`config.mk`:
```
export PLATFORM = sky130hd
export DESIGN_NAME = serial_word_loader
export DESIGN_NICKNAME = d
export VERILOG_FILES = /design/src/rtl/comparator_pkg.sv /design/src/rtl/shift_register_sipo.sv /design/src/rtl/serial_word_loader.sv
export SDC_FILE = /design/constraint.sdc
export NUM_CORES = 1
export LEC_CHECK = 0
export CORE_MARGIN = 2
export CORE_UTILIZATION = 56
export CTS_CLUSTER_DIAMETER = 120
export DETAILED_ROUTE_END_ITERATION = 8
export PLACE_DENSITY = 0.85
export SLEW_MARGIN = 20
export SYNTH_ARGS = -nofsm -noshare
export SYNTH_HDL_FRONTEND = slang
export SYNTH_SLANG_ARGS = --single-unit
```
`constraint.sdc`:
```
create_clock -name clk -period 2.6 [get_ports clk]
set_input_delay 0.78 -clock clk [delete_from_list [all_inputs] [get_ports clk]]
set_output_delay 0.78 -clock clk [all_outputs]
set_load 0.05 [all_outputs]
```
`src/rtl/comparator_pkg.sv`:
```
// Shared types and defaults for the serial operand loader feeding the equality comparator.
package comparator_pkg;

  localparam int unsigned NBITS_DEFAULT = 16;

  typedef enum logic [1:0] {
    IDLE  = 2'd0,
    SHIFT = 2'd1,
    HOLD  = 2'd2
  } loader_state_t;

endpackage

```
`src/rtl/shift_register_sipo.sv`:
```
// Serial-in parallel-out shift register, MSB first; clear+shift loads the bit as a fresh first bit.
module shift_register_sipo #(
  parameter int unsigned Nbits = 16
) (
  input  logic             clk,
  input  logic             reset_n,
  input  logic             clear,
  input  logic             shift_en,
  input  logic             d,
  output logic [Nbits-1:0] q
);

  always_ff @(posedge clk or negedge reset_n) begin
    if (!reset_n) begin
      q <= '0;
    end else if (clear) begin
      q <= shift_en ? {{(Nbits-1){1'b0}}, d} : '0;
    end else if (shift_en) begin
      q <= {q[Nbits-2:0], d};
    end
  end

endmodule

```
`src/rtl/serial_word_loader.sv`:
```
// Assembles a serial MSB-first word, pairs it with a pattern snapshot and holds the pair
// under a valid/ready handshake for the downstream equality comparator.
module serial_word_loader
  import comparator_pkg::*;
#(
  parameter int unsigned Nbits = NBITS_DEFAULT
) (
  input  logic             clk,
  input  logic             reset_n,
  input  logic             start,
  input  logic             serial_in,
  input  logic             bit_valid,
  input  logic             pattern_load,
  input  logic [Nbits-1:0] pattern_in,
  output logic [Nbits-1:0] a_out,
  output logic [Nbits-1:0] b_out,
  output logic             word_valid,
  input  logic             word_ready,
  output logic             busy,
  output logic             overrun
);

  localparam int unsigned CW = $clog2(Nbits);
  localparam logic [CW-1:0] LAST = CW'(Nbits - 1);

  loader_state_t    state_q, state_d;
  logic [CW-1:0]    count_q, count_d;
  logic [Nbits-1:0] shreg;
  logic [Nbits-1:0] pattern_q;
  logic [Nbits-1:0] shifted_c;
  logic [Nbits-1:0] a_d, b_d;
  logic             sr_clear, sr_shift;
  logic             begin_word_c;
  logic             overrun_d;
  logic             unused_msb_c;

  shift_register_sipo #(.Nbits(Nbits)) u_sipo (
    .clk      (clk),
    .reset_n  (reset_n),
    .clear    (sr_clear),
    .shift_en (sr_shift),
    .d        (serial_in),
    .q        (shreg)
  );

  // The register's MSB is always shifted out by the completing bit, so it never reaches a_out.
  assign shifted_c    = {shreg[Nbits-2:0], serial_in};
  assign unused_msb_c = shreg[Nbits-1];

  // Next-state, counter and output-register decode.
  always_comb begin
    state_d      = state_q;
    count_d      = count_q;
    a_d          = a_out;
    b_d          = b_out;
    sr_clear     = 1'b0;
    sr_shift     = 1'b0;
    begin_word_c = 1'b0;
    overrun_d    = 1'b0;

    unique case (state_q)
      IDLE: begin
        begin_word_c = start;
      end
      SHIFT: begin
        if (start) begin
          begin_word_c = 1'b1;
        end else if (bit_valid) begin
          if (count_q == LAST) begin
            a_d      = shifted_c;
            b_d      = pattern_load ? pattern_in : pattern_q;
            state_d  = HOLD;
            count_d  = '0;
            sr_clear = 1'b1;
          end else begin
            sr_shift = 1'b1;
            count_d  = count_q + CW'(1);
          end
        end
      end
      HOLD: begin
        if (word_ready) begin
          if (start) begin
            begin_word_c = 1'b1;
          end else begin
            state_d = IDLE;
          end
        end
        overrun_d = bit_valid & ~(word_ready & start);
      end
      default: begin
        state_d = IDLE;
        count_d = '0;
      end
    endcase

    // A new word may take its MSB on the same cycle it starts.
    if (begin_word_c) begin
      state_d  = SHIFT;
      sr_clear = 1'b1;
      sr_shift = bit_valid;
      count_d  = bit_valid ? CW'(1) : '0;
    end
  end

  always_ff @(posedge clk or negedge reset_n) begin
    if (!reset_n) begin
      state_q    <= IDLE;
      count_q    <= '0;
      pattern_q  <= '0;
      a_out      <= '0;
      b_out      <= '0;
      word_valid <= 1'b0;
      busy       <= 1'b0;
      overrun    <= 1'b0;
    end else begin
      state_q    <= state_d;
      count_q    <= count_d;
      a_out      <= a_d;
      b_out      <= b_d;
      word_valid <= (state_d == HOLD);
      busy       <= (state_d == SHIFT);
      overrun    <= overrun_d;
      if (pattern_load) begin
        pattern_q <= pattern_in;
      end
    end
  end

endmodule

```
**M2 wires**

(4 px per um) Cells faint in the background.
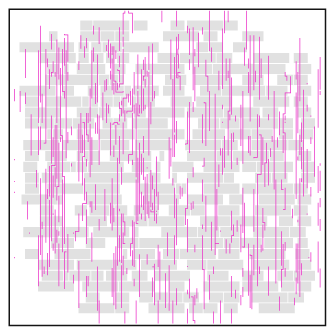
main direction	vertical
share of all routed wire	46%
wire length on this layer	2,710 um
nets with wire on the layer	261
longest straight run	40.1 um

**A small window of the routed layout**

Region (19, 19) to (59, 59) um. Cells in gray, sequential cells in the stronger gray; small squares are vias.
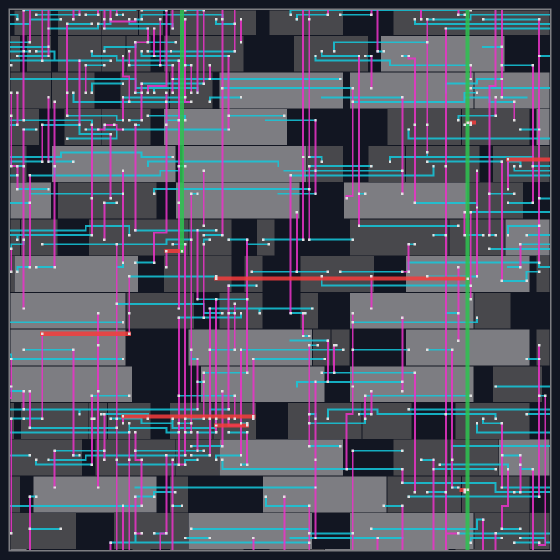
layer	color
M4	green
M1	cyan
M3	red
M2	magenta
most frequent	dfrtp_1 (24), mux2_4 (13), inv_1 (8)
netlist names of flops here include	a_out (8), u_sipo.q (7), b_out (3)
sequential cells in the window	24
cells with their middle in the window	90

==> flow_results.org <==
#+TITLE: Physical design notes

** Run status
- The flow ran to the end, and the final reports show no timing, DRC or antenna violations.

** Power and ir drop
- Total power of the final layout :: ~0.0022 W
- Power density over the cells :: around 550 nW/um^2
- VDD sags by at most 0.358 mV.

** Global route
- All-layer global routing usage :: 0.211
- The global routing report lists met1 layer usage as 0.287.
- Looking at the global route congestion table, the highest-usage layer is met2.
- Summed over all layers, the global routing overflow is 0.
- GR Layer Usage met3 :: 0.0655
- Met2 layer usage reported by global route :: 0.323
- Maximum number of pins on one net before global-route repair :: approximately 73

** Final timing
- Actual slew at the worst max-slew pin :: 543 ps
- After layout, the worst setup slack is 280 ps.
- Final tally of hold violations :: 0
- Sum of negative setup slack :: 0 ps
- After layout, the minimum clock period comes to between 2000 and 2500 ps.
- The final timing summary puts the cycle share of the worst path at 0.892.
- Final Max Slew Viols :: 0

** Placement
- OpenSTA, run right after detailed placement, puts the worst setup slack at ~190 ps.
- Detailed-placement wirelength estimate :: around 4000 um
- Final estimated routing congestion in global placement :: ~0.76
- Per the placement report, the placed cell count is 329.
- Port bufs :: roughly 57

** Synth
- Portion of the post-synthesis area used by sequential elements :: 0.577
- Most used standard cell by instance count after synthesis :: sky130_fd_sc_hd__dfrtp_1
- Ranking of synthesized cells by instance count :: sky130_fd_sc_hd__dfrtp_1 (72), sky130_fd_sc_hd__mux2_4 (30), sky130_fd_sc_hd__mux2_2 (18)
- Per the synthesis report, the dominant area consumer among library cells is sky130_fd_sc_hd__dfrtp_1.
- For this run, the leading register cell type out of synthesis is sky130_fd_sc_hd__dfrtp_1.
- Syn avg cell area :: 15.7 um^2
- In this run, synthesis produced a sequential element count of approximately 72.
- Post-synth design cell area :: around 3100 um^2
- After synthesis, the design contains 199 cells according to Yosys.
- Count of flip-flops with a built-in enable after synthesis :: 0
- Yosys Chip Area :: between 3000 and 4000 um^2
- Number of instances in the synthesized netlist :: ~200
- For this run, asynchronously set or reset flops after synthesis account for 1.00.

** Setup path
- Critical path endpoint category :: output pin
- Peak fanout along the critical path :: 2
- The worst setup path is launched from a register.
- Crit path buffers/inverters :: 1
- The slowest stage of the critical path is the sky130_fd_sc_hd__clkdlybuf4s50_1 cell.

** Final layout
- Per the final layout report, the fraction of cells sized above drive strength 1 comes to 0.337.
- Post-layout net count :: ~290
- The number of antenna diodes in the final layout is 0.

** CTS
- TritonCTS created 9 clock buffers.
- Number of buffers added for setup after CTS :: 0
- Per the CTS log, the buffer count on the longest clock path is 2.
- Number of buffers added to fix hold violations after cts :: 0
- Worst-Skew Late Latency :: approximately 340 ps
- TritonCTS built the clock tree.
- Count of H-tree levels built during CTS :: 3
- The number of gates resized after CTS was 0.
- The clock tree has to reach just over 70 sinks.
- The tree is rooted in a sky130_fd_sc_hd__clkbuf_8.

** Job
- The report counts max-capacitance violations totalling 0.

** Drt
- Violation count after the first detailed-route iteration :: roughly 100
- Detailed-router iteration count before antenna repair :: 4
- The final route contains between 1,500 and 2,000 vias.

** Die
- Fp_density :: 0.574
- IO Count :: roughly 58
**Placed standard cells**

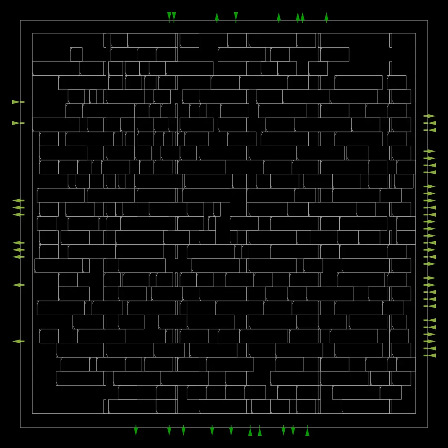
fillcell total: 361
num sequential: 72
Util after Layout: 0.735
flop share of the area: 0.451
Core Region: 5440 um^2

metal layers:
layer  up-vias  share of wire  routed length [um]
met4         0          0.013                  74
met2        56           0.46                2710
met5         -              0                   0
met1       890           0.48                2810
met3         7          0.049                 291
li1        866              -                   -
flip-flops by register name (all words and copies together) (netlist names):
signal / cells
a_out: 16
b_out: 16
busy: 1
count_q: 4
overrun: 1
pattern_q: 16
state_q: 2
u_sipo.q: 15
word_valid: 1
cell usage in the layout, fill, tap and decap left out, types with 2 or more instances in the layout:
| cell type | count |
|---|---|
| sky130_fd_sc_hd__dfrtp_1 | 72 |
| sky130_fd_sc_hd__buf_4 | 8 |
| sky130_fd_sc_hd__clkinv_4 | 4 |
| sky130_fd_sc_hd__mux2_4 | 30 |
| sky130_fd_sc_hd__nand2_1 | 2 |
| sky130_fd_sc_hd__o21a_1 | 2 |
| sky130_fd_sc_hd__o32ai_1 | 6 |
| sky130_fd_sc_hd__nand3_1 | 4 |
| sky130_fd_sc_hd__a31o_2 | 2 |
| sky130_fd_sc_hd__buf_12 | 4 |
| sky130_fd_sc_hd__o21ai_0 | 2 |
| sky130_fd_sc_hd__inv_1 | 15 |
| sky130_fd_sc_hd__o32ai_2 | 6 |
| sky130_fd_sc_hd__mux2_2 | 18 |
| sky130_fd_sc_hd__clkbuf_8 | 9 |
| sky130_fd_sc_hd__clkdlybuf4s50_1 | 56 |
| sky130_fd_sc_hd__a21oi_1 | 3 |
worst paths after layout:
path | from | endpoint | slack (ps)
min | reset_n | b_out[3]$_DFFE_PN0P_ | 450
min reg2reg | pattern_q[9]$_DFF_PN0_ | pattern_q[9]$_DFF_PN0_ | 500
max in group asynchronous | reset_n | a_out[9]$_DFFE_PN0P_ | 1850
max reg2reg | count_q[0]$_DFFE_PN0P_ | b_out[9]$_DFFE_PN0P_ | 860
max | a_out[14]$_DFFE_PN0P_ | a_out[14] | 280
min in group clk | pattern_q[9]$_DFF_PN0_ | pattern_q[9]$_DFF_PN0_ | 500
logic make-up (layout without fill, tap and decap cells):
family | count (synthesis) | in the layout | synth area share
compound gates | 31 | 31 | 0.0946
flops | 72 | 72 | 0.577
simple gates | 20 | 20 | 0.0557
buf+inv | 27 | 101 | 0.0593
mux | 48 | 48 | 0.209
fa+ha+maj | 1 | 1 | 0.00401
power breakdown:
group / internal, W / total, W / switching, W / leakage [nW]
sequential: 0.00115 / 0.00117 / 0.0000150 / 0.955
clock: 0.000452 / 0.000886 / 0.000434 / 0.100
combinational: 0.0000804 / 0.000160 / 0.0000793 / 0.685
total: 0.00168 / 0.00221 / 0.000528 / 1.74
through the flow:
stage	instance area (um^2)	hold WS (ps)
finish	4000	452
global placement	3790	477
floorplan	3120	468
CTS	4000	459
detailed placement	3790	485
global route	4000	450
final cells by class:
cell class,count,area [um^2],share of cell area
Inverter,16,60.1,0.0150
Multi-Input combinational cell,100,1130,0.284
Sequential cell,72,1800,0.451
Tap cell,72,90.1,0.0225
Clock buffer,9,124,0.0310
Timing Repair Buffer,69,706,0.177
Clock inverter,7,81.3,0.0203
Power figures rest on the tool's default switching activity, not on a simulated workload.
